--- src/rtl/ps2_pkg.sv ---
// Shared constants for the PS/2 cursor tracker: packet1 bit positions,
// saturated overflow deltas and the double-click FSM state type.
package ps2_pkg;

  localparam int BIT_L    = 0;
  localparam int BIT_R    = 1;
  localparam int BIT_M    = 2;
  localparam int BIT_SYNC = 3;
  localparam int BIT_XS   = 4;
  localparam int BIT_YS   = 5;
  localparam int BIT_XV   = 6;
  localparam int BIT_YV   = 7;

  localparam logic signed [8:0] OVF_POS = 9'sd255;
  localparam logic signed [8:0] OVF_NEG = 9'sh100;  // -256

  typedef enum logic {
    DC_IDLE  = 1'b0,
    DC_ARMED = 1'b1
  } dc_state_t;

endpackage

--- src/rtl/ps2_axis_accum.sv ---
// One cursor axis: delta formation with overflow saturation, gain shift,
// signed accumulate (or subtract when NEGATE) and clamp to [0, RES-1].
module ps2_axis_accum
  import ps2_pkg::*;
#(
  parameter int RES        = 640,
  parameter int INIT       = 320,
  parameter int COORD_W    = 10,
  parameter int GAIN_SHIFT = 0,
  parameter bit NEGATE     = 1'b0
) (
  input  logic               clk,
  input  logic               reset,
  input  logic               load,
  input  logic               sign,
  input  logic               ovf,
  input  logic [7:0]         mag,
  input  logic               update,
  input  logic               recenter,
  output logic [COORD_W-1:0] coord
);

  localparam int DW = 9 + GAIN_SHIFT;
  localparam int AW = COORD_W + GAIN_SHIFT + 2;
  localparam logic signed [AW-1:0] MAX_S = AW'(RES - 1);

  logic signed [8:0]    d9;
  logic signed [DW-1:0] delta_q;
  logic signed [AW-1:0] cur_s;
  logic signed [AW-1:0] dlt_s;
  logic signed [AW-1:0] sum_s;
  logic [COORD_W-1:0]   clamped;

  always_comb begin
    if (ovf) d9 = sign ? OVF_NEG : OVF_POS;
    else     d9 = {sign, mag};
  end

  // Wide enough that neither the sum nor the difference can wrap.
  assign cur_s = AW'(coord);
  assign dlt_s = AW'(delta_q);
  assign sum_s = NEGATE ? (cur_s - dlt_s) : (cur_s + dlt_s);

  always_comb begin
    if (sum_s[AW-1])         clamped = '0;
    else if (sum_s > MAX_S)  clamped = COORD_W'(RES - 1);
    else                     clamped = sum_s[COORD_W-1:0];
  end

  always_ff @(posedge clk or posedge reset) begin
    if (reset) begin
      delta_q <= '0;
      coord   <= COORD_W'(INIT);
    end else begin
      if (load) delta_q <= DW'(d9) <<< GAIN_SHIFT;
      if (recenter)    coord <= COORD_W'(INIT);
      else if (update) coord <= clamped;
    end
  end

endmodule

--- src/rtl/ps2_cursor_tracker.sv ---
// PS/2 packet to clamped cursor position, button edges and left double-click.
// Optional wheel accumulator enabled by defining WHEEL_EN.
//
// state    | meaning
// DC_IDLE  | waiting for a first left press
// DC_ARMED | timer running; a left press before it expires is a double-click
module ps2_cursor_tracker
  import ps2_pkg::*;
#(
  parameter int H_RES      = 640,
  parameter int V_RES      = 480,
  parameter int COORD_W    = 10,
  parameter int X_INIT     = 320,
  parameter int Y_INIT     = 240,
  parameter int GAIN_SHIFT = 0,
  parameter int DBL_CYCLES = 25_000_000,
  parameter int CNT_W      = 25
) (
  input  logic               clk,
  input  logic               reset,
  input  logic               packet_done,
  input  logic [7:0]         packet1,
  input  logic [7:0]         packet2,
  input  logic [7:0]         packet3,
  input  logic [7:0]         packet4,
  input  logic               recenter,
  output logic [COORD_W-1:0] mouse_x,
  output logic [COORD_W-1:0] mouse_y,
  output logic               coord_valid,
  output logic [2:0]         btn,
  output logic [2:0]         btn_press,
  output logic [2:0]         btn_release,
  output logic               dbl_click,
  output logic [7:0]         wheel_pos,
  output logic               sync_err,
  output logic [7:0]         err_count
);

  logic             pkt_ok;
  logic             pkt_bad;
  logic             s1_valid;
  dc_state_t        dc_state;
  logic [CNT_W-1:0] dbl_timer;

  assign pkt_ok  = packet_done &  packet1[BIT_SYNC];
  assign pkt_bad = packet_done & ~packet1[BIT_SYNC];

  ps2_axis_accum #(
    .RES(H_RES), .INIT(X_INIT), .COORD_W(COORD_W),
    .GAIN_SHIFT(GAIN_SHIFT), .NEGATE(1'b0)
  ) u_x (
    .clk(clk), .reset(reset), .load(pkt_ok),
    .sign(packet1[BIT_XS]), .ovf(packet1[BIT_XV]), .mag(packet2),
    .update(s1_valid), .recenter(recenter), .coord(mouse_x)
  );

  // Screen Y grows downward while PS/2 Y grows upward.
  ps2_axis_accum #(
    .RES(V_RES), .INIT(Y_INIT), .COORD_W(COORD_W),
    .GAIN_SHIFT(GAIN_SHIFT), .NEGATE(1'b1)
  ) u_y (
    .clk(clk), .reset(reset), .load(pkt_ok),
    .sign(packet1[BIT_YS]), .ovf(packet1[BIT_YV]), .mag(packet3),
    .update(s1_valid), .recenter(recenter), .coord(mouse_y)
  );

  always_ff @(posedge clk or posedge reset) begin
    if (reset) begin
      s1_valid    <= 1'b0;
      coord_valid <= 1'b0;
      btn         <= '0;
      btn_press   <= '0;
      btn_release <= '0;
      sync_err    <= 1'b0;
      err_count   <= '0;
    end else begin
      s1_valid    <= pkt_ok;
      coord_valid <= s1_valid | recenter;
      sync_err    <= pkt_bad;
      if (pkt_ok) begin
        btn         <= packet1[BIT_M:BIT_L];
        btn_press   <= packet1[BIT_M:BIT_L] & ~btn;
        btn_release <= ~packet1[BIT_M:BIT_L] & btn;
      end else begin
        btn_press   <= '0;
        btn_release <= '0;
      end
      if (pkt_bad && err_count != 8'hFF) err_count <= err_count + 8'd1;
    end
  end

  always_ff @(posedge clk or posedge reset) begin
    if (reset) begin
      dc_state  <= DC_IDLE;
      dbl_timer <= '0;
      dbl_click <= 1'b0;
    end else begin
      dbl_click <= 1'b0;
      case (dc_state)
        DC_IDLE: begin
          if (btn_press[BIT_L]) begin
            dbl_timer <= CNT_W'(DBL_CYCLES);
            dc_state  <= DC_ARMED;
          end
        end
        DC_ARMED: begin
          if (btn_press[BIT_L] && dbl_timer != '0) begin
            dbl_click <= 1'b1;
            dc_state  <= DC_IDLE;
          end else if (dbl_timer == '0) begin
            dc_state <= DC_IDLE;
          end else begin
            dbl_timer <= dbl_timer - CNT_W'(1);
          end
        end
      endcase
    end
  end

`ifdef WHEEL_EN
  logic signed [7:0] wheel_q;
  logic signed [8:0] wheel_sum;

  assign wheel_sum = $signed({wheel_pos[7], wheel_pos}) + $signed({wheel_q[7], wheel_q});

  always_ff @(posedge clk or posedge reset) begin
    if (reset) begin
      wheel_q   <= '0;
      wheel_pos <= '0;
    end else begin
      if (pkt_ok) wheel_q <= packet4;
      if (s1_valid) begin
        if (wheel_sum[8] != wheel_sum[7]) wheel_pos <= wheel_sum[8] ? 8'h80 : 8'h7F;
        else                              wheel_pos <= wheel_sum[7:0];
      end
    end
  end
`else
  logic wheel_unused;
  assign wheel_unused = ^packet4;
  assign wheel_pos    = 8'd0;
`endif

endmodule

--- config.mk ---
export PLATFORM = sky130hd
export DESIGN_NAME = ps2_cursor_tracker
export DESIGN_NICKNAME = d
export VERILOG_FILES = /design/src/rtl/ps2_pkg.sv /design/src/rtl/ps2_axis_accum.sv /design/src/rtl/ps2_cursor_tracker.sv
export SDC_FILE = /design/constraint.sdc
export NUM_CORES = 1
export LEC_CHECK = 0
export CAP_MARGIN = 10
export CORE_MARGIN = 5
export CORE_UTILIZATION = 30
export DETAILED_ROUTE_END_ITERATION = 10
export PLACE_DENSITY_LB_ADDON = 0.2
export SLEW_MARGIN = 20
export SYNTH_ARGS = -nofsm -noshare
export SYNTH_HDL_FRONTEND = slang
export SYNTH_SLANG_ARGS = --single-unit
--- constraint.sdc ---
create_clock -name clk -period 3.7 [get_ports clk]
set_clock_uncertainty 0.2 [all_clocks]
set_input_delay 0.37 -clock clk [delete_from_list [all_inputs] [get_ports clk]]
set_output_delay 0.37 -clock clk [all_outputs]
set_load 0.05 [all_outputs]
Figure 1. Signal wires by layer.
Drawn at 2 px/um.
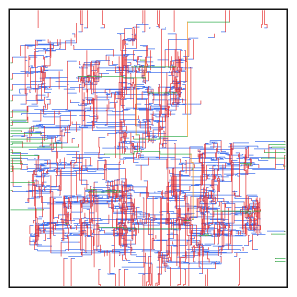
[met2] red | wire length: 5560 um
[met1] blue | wire length: 5750 um
[met4] orange | wire length: 128 um
[met3] green | wire length: 560 um

Figure 2. Met3 routing.
Drawn at 2 px/um. Cells faint in the background.
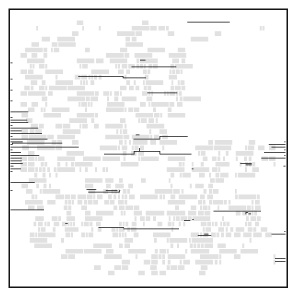
main direction: horizontal
nets with wire on the layer: 57
longest straight run: 33.8 um
wire length on this layer: 560 um
Vias: 4024
M3 GR Usage: 3.42%
routed wire length: 12000 um

==> Changelog: implementation <==
### Changed

* Slowest cell on crit path: a221oi_1
* Core area at 0.0163 mm^2
* Diode count at 0
* First-pass GRT wire length at 20600 um
* Largest net degree at the start of global routing at 42
* Min Tclk post-route at 3180 ps
* Worst path depth at 12
* First drt pass iteration count at 4
* Comb area at 0.00261 mm^2
* Status: completed
* Clock slew at reported path FFs at 70 ps
* PnR worst setup slack at 521 ps
* Dpl cell area at 0.00587 mm^2
* Tot Pwr at 3.50 mW
* Final GP Congestion at 0.891
* Max-Cap Viols at 0
* P_int at 2.15 mW
* Clk pwr share at 25.9%
* Most common logic cells in the final layout: 79 x dfrtp_1, 69 x nand2_1, 67 x clkdlybuf4s50_1
* Number of enable flip-flop cells at 0
* FF+latch count, synth at 85
* FP Core Util at 30.2%
* CTS Root Cell: clkbuf_16
* TritonCTS clock tree: done
* Slew Viols, Final at 0
* First DRT Iteration DRCs at 210
* Num sequential at 85
* Chip area in the Yosys report at 0.00494 mm^2
* Site row count at 47
* Non-CTS inverters at 30
* RSZ-0062 raised after global routing: no
* Worst R2R Start: u_y.coord[0]
* Comb power at 1.31 mW
* Critical R2R Capture: u_y.coord[2]
* Stage-log warning count at 36
* Leading cell kind: multi-input combinational cells
* Vias in the first global route at 4074
* Chip area at 0.0191 mm^2
* NonClk Buf Share at 11.9%
* Final cell count without fillers at 829
* Clock buffers at 11
* CTS max path bufs at 2
* Sw power at 1.34 mW
* #MultiIn Comb at 403
* Post-DP HPWL at 9010 um
* Cell mode on critical path: inv_1
* Final setup violation count at 0
* Final instance area at 0.00616 mm^2
* Top power group: combinational logic
* Fin crit share at 85.9%
* Post-CTS setup buffer count at 0
* Max transition margin at 51.8%
* Switching Fraction at 38.4%
* Dpl ws at 497 ps
* Mean post-synth cell area at 9.30 um^2
* Synthesized area at 0.00494 mm^2
* Post-DR wirelength/cell at 14.5 um
* Hold WC Path Type: input port to async pin
* Mapped Cells at 531
* Via density at 4.85
* Setup slack, reg-to-reg at 520 ps
* Initial antenna violation count at 0
* Main logic family: AND-OR/OR-AND gates
* Die width at 138 um
* Worst R2R Path Depth at 12
* DRC at 0
* Number of I/O port buffers at 67
* Nets at 666
* Area share of fa/ha/maj cells after synthesis at 6.89%
* MUX area fraction at 1.80%
* Area delta synth->final at 24.7%
* Chip height at 138 um
* CP Data Required Time at 3720 ps
* ClkCell Share at 4.75%
* Critical Path Source Type: register
* CTS Sinks at 85
* Kind of critical path: register to register
* Yosys Instances at 531
* Worst EP arrival at 3200 ps
* Aoi share at 18.3%
* GR Overflow Total at 0
* Final Hold Viols at 0
* Dominant flop cell: dfrtp_1
* Logic share of the area at 42.4%
* Distinct lib cells at 64
* Worst Tran Pin Value at 720 ps
* Pwr/cell area at 568 mW/mm^2
* Slowest stage delay, CP at 450 ps
* Antenna-violating nets left at 0
* XOR Share, Synth at 7.09%
* Num ports at 84
* # fillers at 1693
* Seq pwr share at 36.6%
* Critical Path, Cell by Cell: inv_1, ha_1, inv_1, fa_1, a21o_1, a221oi_1, nand3_1, o21ai_0, o21bai_1, a41oi_1, buf_4, a22oi_1
* Hold Slack at 206 ps
* Max FO, Critical Path at 4
* Clk power at 906 uW
* Buf/Inv on CP at 3
* Static Leak at 2.55 nW
Figure 3. Where the registers sit.
Drawn at 2 px/um. Other sequential cells in the stronger gray, the rest of the logic in the fainter gray.
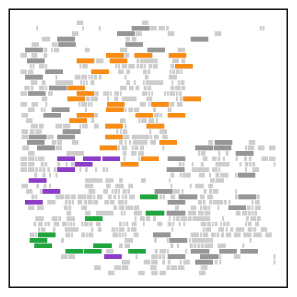
[dbl_timer] orange | flops: 25
[u_x.coord] green | flops: 10
[u_x.delta_q] purple | flops: 9 | where: left middle
not colored: 41
Seq. cell area: 0.00213 mm^2
seq pwr: 1.28 mW
Seq area share: 34.7%

Figure 4. Routing congestion.
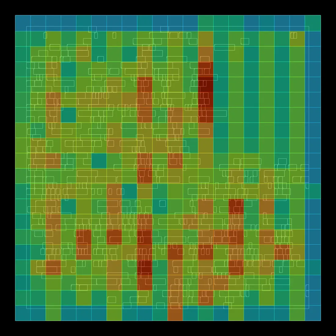
met1 Use GR: 17.1%
GRT Resource Usage Total: 12.9%
gr busiest metal: met2

state kept, by name, indices dropped and copies added (netlist names):
register     flops
sync_err         1
u_x.delta_q      9
btn              3
dbl_click        1
u_y.coord       10
u_y.delta_q      9
dc_state         1
dbl_timer       25
err_count        8
s1_valid         1
btn_release      3
u_x.coord       10
coord_valid      1
btn_press        3
Yosys cell counts, types with 3 or more instances:
library cell | number | share of area (%)
o21ai_1 | 3 | 0.30
dfstp_2 | 6 | 3.2
nor3_1 | 4 | 0.41
or3_1 | 6 | 0.76
o31ai_1 | 5 | 0.76
nor2b_1 | 5 | 0.63
dfrtp_1 | 79 | 40
a22oi_1 | 8 | 1.2
nor2_1 | 41 | 3.1
inv_1 | 29 | 2.2
nand2_1 | 69 | 5.2
o22ai_1 | 6 | 0.76
nand2b_1 | 7 | 0.89
a21oi_2 | 3 | 0.53
a21o_1 | 5 | 0.76
nand3b_1 | 4 | 0.61
a31oi_1 | 7 | 0.89
xor2_1 | 18 | 3.2
o21ai_0 | 35 | 3.5
o21a_1 | 7 | 1.1
clkbuf_1 | 12 | 0.91
xnor2_1 | 22 | 3.9
nand3_1 | 7 | 0.71
o211ai_1 | 4 | 0.61
and3_1 | 8 | 1.0
mux2_2 | 6 | 1.4
buf_4 | 8 | 1.2
a21oi_1 | 39 | 4.0
or4_4 | 3 | 0.68
nor3b_1 | 7 | 1.1
nor4_1 | 3 | 0.38
ha_1 | 24 | 6.1
layer usage:
| metal | vias up | GRT usage [%] | routed length [um] |
|---|---|---|---|
| met1 | 1924 | 17.1 | 5750 |
| met2 | 88 | 20.7 | 5560 |
| li1 | 2003 | - | - |
| met4 | 0 | 4.06 | 128 |
| met5 | - | 0 | 0 |
| met3 | 9 | 3.42 | 559 |
Power and IR drop assume default switching activity.
